### config.mk
export PLATFORM = sky130hd
export DESIGN_NAME = systolic_drain
export DESIGN_NICKNAME = d
export VERILOG_FILES = /design/src/rtl/systolic_drain.sv
export SDC_FILE = /design/constraint.sdc
export NUM_CORES = 1
export LEC_CHECK = 0
export ABC_AREA = 1
export CORE_ASPECT_RATIO = 1.4
export CORE_MARGIN = 2
export CORE_UTILIZATION = 23
export DETAILED_ROUTE_END_ITERATION = 8
export PLACE_DENSITY = 0.61
export SYNTH_ARGS = -nofsm -noshare
export SYNTH_HDL_FRONTEND = slang
export SYNTH_SLANG_ARGS = --single-unit
### constraint.sdc
create_clock -name clk -period 1.8 [get_ports clk]
set_input_delay 0.27 -clock clk [delete_from_list [all_inputs] [get_ports clk]]
set_output_delay 0.27 -clock clk [all_outputs]
set_load 0.01 [all_outputs]
### src/rtl/systolic_drain.sv
// rtl/systolic_drain.sv - result-drain sequencer that streams systolic array rows out over valid/ready
module systolic_drain #(
    parameter int BITS_C = 16,
    parameter int DIM    = 8
) (
    input  logic                          clk,
    input  logic                          rst_n,
    input  logic                          start,
    input  logic                          clear_en,
    output logic                          busy,
    output logic                          mac_hold,
    output logic                          done,
    output logic [$clog2(DIM)-1:0]        Crow,
    output logic                          WrEn,
    output logic [DIM*BITS_C-1:0]         Cin,
    input  logic [DIM*BITS_C-1:0]         Cout,
    output logic                          out_valid,
    input  logic                          out_ready,
    output logic [DIM*BITS_C-1:0]         out_data,
    output logic [$clog2(DIM)-1:0]        out_idx,
    output logic                          out_last
);

    localparam int RW = $clog2(DIM);
    localparam logic [RW-1:0] ROW_LAST = RW'(DIM - 1);

    typedef enum logic [2:0] {
        S_IDLE,
        S_CAPT,
        S_SEND,
        S_CLR,
        S_DONE
    } state_t;

    state_t                  r_state;
    state_t                  w_next;
    logic [RW-1:0]           r_row;
    logic                    r_clear;
    logic [DIM*BITS_C-1:0]   r_out_data;
    logic [RW-1:0]           r_out_idx;
    logic                    r_out_last;
    logic                    r_out_valid;

    logic                    w_last_row;
    logic                    w_accept;

    assign w_last_row = (r_row == ROW_LAST);
    assign w_accept   = r_out_valid && out_ready;

    // State register; reset abandons any drain in progress
    always_ff @(posedge clk or negedge rst_n) begin
        if (!rst_n) begin
            r_state <= S_IDLE;
        end else begin
            r_state <= w_next;
        end
    end

    // Next-state selection: capture, hand off, optionally clear, then advance or finish
    always_comb begin
        w_next = r_state;
        case (r_state)
            S_IDLE: if (start) w_next = S_CAPT;
            S_CAPT: w_next = S_SEND;
            S_SEND: begin
                if (w_accept) begin
                    if (r_clear)         w_next = S_CLR;
                    else if (w_last_row) w_next = S_DONE;
                    else                 w_next = S_CAPT;
                end
            end
            S_CLR:  w_next = w_last_row ? S_DONE : S_CAPT;
            S_DONE: w_next = S_IDLE;
            default: w_next = S_IDLE;
        endcase
    end

    // Row counter, clear flag and the output holding register
    always_ff @(posedge clk or negedge rst_n) begin
        if (!rst_n) begin
            r_row       <= '0;
            r_clear     <= 1'b0;
            r_out_data  <= '0;
            r_out_idx   <= '0;
            r_out_last  <= 1'b0;
            r_out_valid <= 1'b0;
        end else begin
            case (r_state)
                S_IDLE: begin
                    if (start) begin
                        r_clear <= clear_en;
                        r_row   <= '0;
                    end
                end
                S_CAPT: begin
                    r_out_data  <= Cout;
                    r_out_idx   <= r_row;
                    r_out_last  <= w_last_row;
                    r_out_valid <= 1'b1;
                end
                S_SEND: begin
                    if (w_accept) begin
                        r_out_valid <= 1'b0;
                        r_out_last  <= 1'b0;
                        if (!r_clear && !w_last_row) r_row <= r_row + 1'b1;
                    end
                end
                S_CLR: begin
                    if (!w_last_row) r_row <= r_row + 1'b1;
                end
                S_DONE: begin
                    r_row <= '0;
                end
                default: begin
                    r_row <= '0;
                end
            endcase
        end
    end

    assign busy      = (r_state != S_IDLE);
    assign mac_hold  = busy;
    assign done      = (r_state == S_DONE);
    assign WrEn      = (r_state == S_CLR);
    assign Crow      = r_row;
    assign Cin       = '0;
    assign out_valid = r_out_valid;
    assign out_data  = r_out_data;
    assign out_idx   = r_out_idx;
    assign out_last  = r_out_last;

endmodule

**Routing congestion**

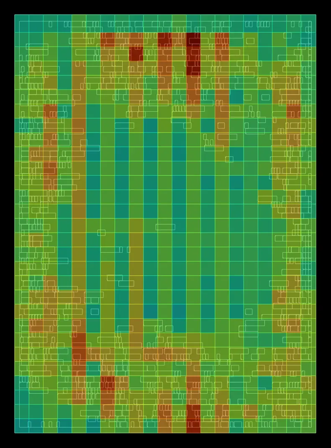
final core occ: 0.354
M3 GR Usage: 0.0535
M1 GR Usage: 0.134
gr busiest metal: met2

**M4 wires**

(2 px per um)
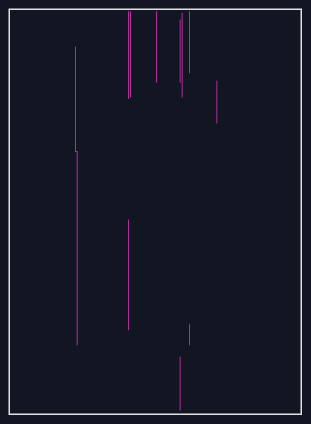
wire length on this layer: 489 um
main direction: vertical

**Clock distribution**

(3 px per um)
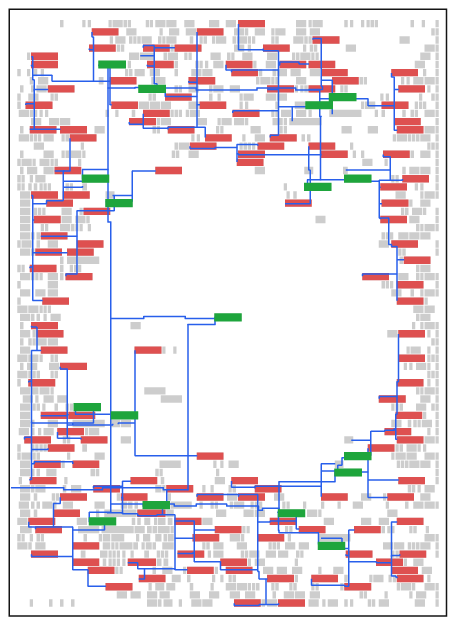
[flip-flops] red | count: 140
[clock-net drivers] green | count: 17
[clock wires] blue | length: 2260 um
routed clock nets: 18
flops lie: widely spread

==> results.json <==
{
  "outcome": "finished clean",
  "power_frac_comb": 0.447,
  "seqPwrFrac": 0.318,
  "yosysMostFrequentCell": "nand2_1",
  "crit_arrival_ns": 1.48,
  "portBuffers": 272,
  "layout_top_cell": "nand2_1",
  "regToRegSetupSlack_ns": 0.13,
  "critical_path.cell_chain": "buf_4 > nor2_4 > nand2_2 > dlygate4sd2_1",
  "tool_warnings": 27,
  "hold_violations": 0,
  "nNetsFinal": 1148,
  "power.density_nw_per_um2": 1780,
  "final-comb-area_sq_um": 2180,
  "wl_per_cell_um": 12.7,
  "drt_first_iter_violations": 198,
  "drt_pass1_iterations": 5,
  "grt-ovfl-total": 0,
  "regArea_sq_um": 3510,
  "grt_pass1_vias": 5060,
  "p_leak_uw": 0.00489,
  "synth-seq-cells": 140,
  "critPathLaunchType": "register",
  "chip_area_sq_um": 29300,
  "clock.latency.late_pin_ns": 0.44,
  "ant_nets": 0,
  "swShare": 0.359,
  "gp_congestion": 0.732,
  "clock_buffers": 18,
  "n_antenna_cell": 0,
  "grt_pass1_wl_um": 27700,
  "rows": 72,
  "dominant_cells": "registers",
  "cts_max_path_buffers": 2,
  "timing.fmax_mhz": 573,
  "fin_cells": 1396,
  "ys.flop_type": "dfrtp_1",
  "htreeDepth": 4,
  "layout_setup_ws_ns": 0.0543,
  "die_w_um": 145,
  "buffers": 282,
  "tap_cells": 370,
  "fillerInstances": 2813,
  "netlist.area_leader.share": 0.545,
  "ios": 401,
  "fin_setup_tns_ns": 0,
  "ys_seq_share": 0.545,
  "final_area_sq_um": 9750,
  "logic_gates": 560,
  "critPathKind": "reg -> out",
  "crit_fanout": 4,
  "wl_um": 17800,
  "cts-root-buf": "clkbuf_16",
  "dr_wl_met2_um": 8640,
  "hold_path.class": "in -> async",
  "drt-met1-wl_um": 6900,
  "worstRegToRegCells": 8,
  "period_minus_slack_ns": 1.75,
  "seqAreaFraction": 0.360,
  "holdWs_ns": 0.286,
  "dp_hpwl_um": 12700,
  "synthCells": 743,
  "end_kind": "output pin",
  "yosys.area.top_type": "dfrtp_1",
  "clkCellAreaFrac": 0.0696,
  "fp_util": 0.233,
  "yosysChipArea_sq_um": 6420,
  "antenna_found_initial": 0,
  "post_dp_cell_area_sq_um": 9040,
  "setup_viol": 0,
  "die_h_um": 202,
  "ys_types": 23,
  "finalMaxSlewViolations": 0,
  "slowest_stage": "dfrtp_1",
  "powerClk_uw": 4080,
  "top_cells_by_count": "403 x nand2_1, 141 x buf_4, 140 x dfrtp_1"
}
## sequential cells by signal (all words and copies together) (netlist names)
name / count
out_data: 128
Crow: 3
out_idx: 3
r_state: 3
out_last: 1
out_valid: 1
r_clear: 1
## kinds of logic (layout without fill, tap and decap cells)
kind of cell    count (synthesis)  in the layout  share of synthesized area
fa+ha+maj                       2              2                    0.00389
buf+inv                       170            326                      0.190
compound gates                 11             11                     0.0105
other cells                     1            128                   0.000584
flops                         140            140                      0.545
simple gates                  419            419                      0.249
## repair_timing
| action | 4_1_cts | 5_1_grt |
|---|---|---|
| resized | 6 | 1 |
| setup endpoints to repair | 4 | 3 |
| endpoints found under the hold margin | 29 | 0 |
| pin swaps | 0 | 1 |
| buffers inserted | 1 | 1 |
| hold buffers | 1 | 0 |
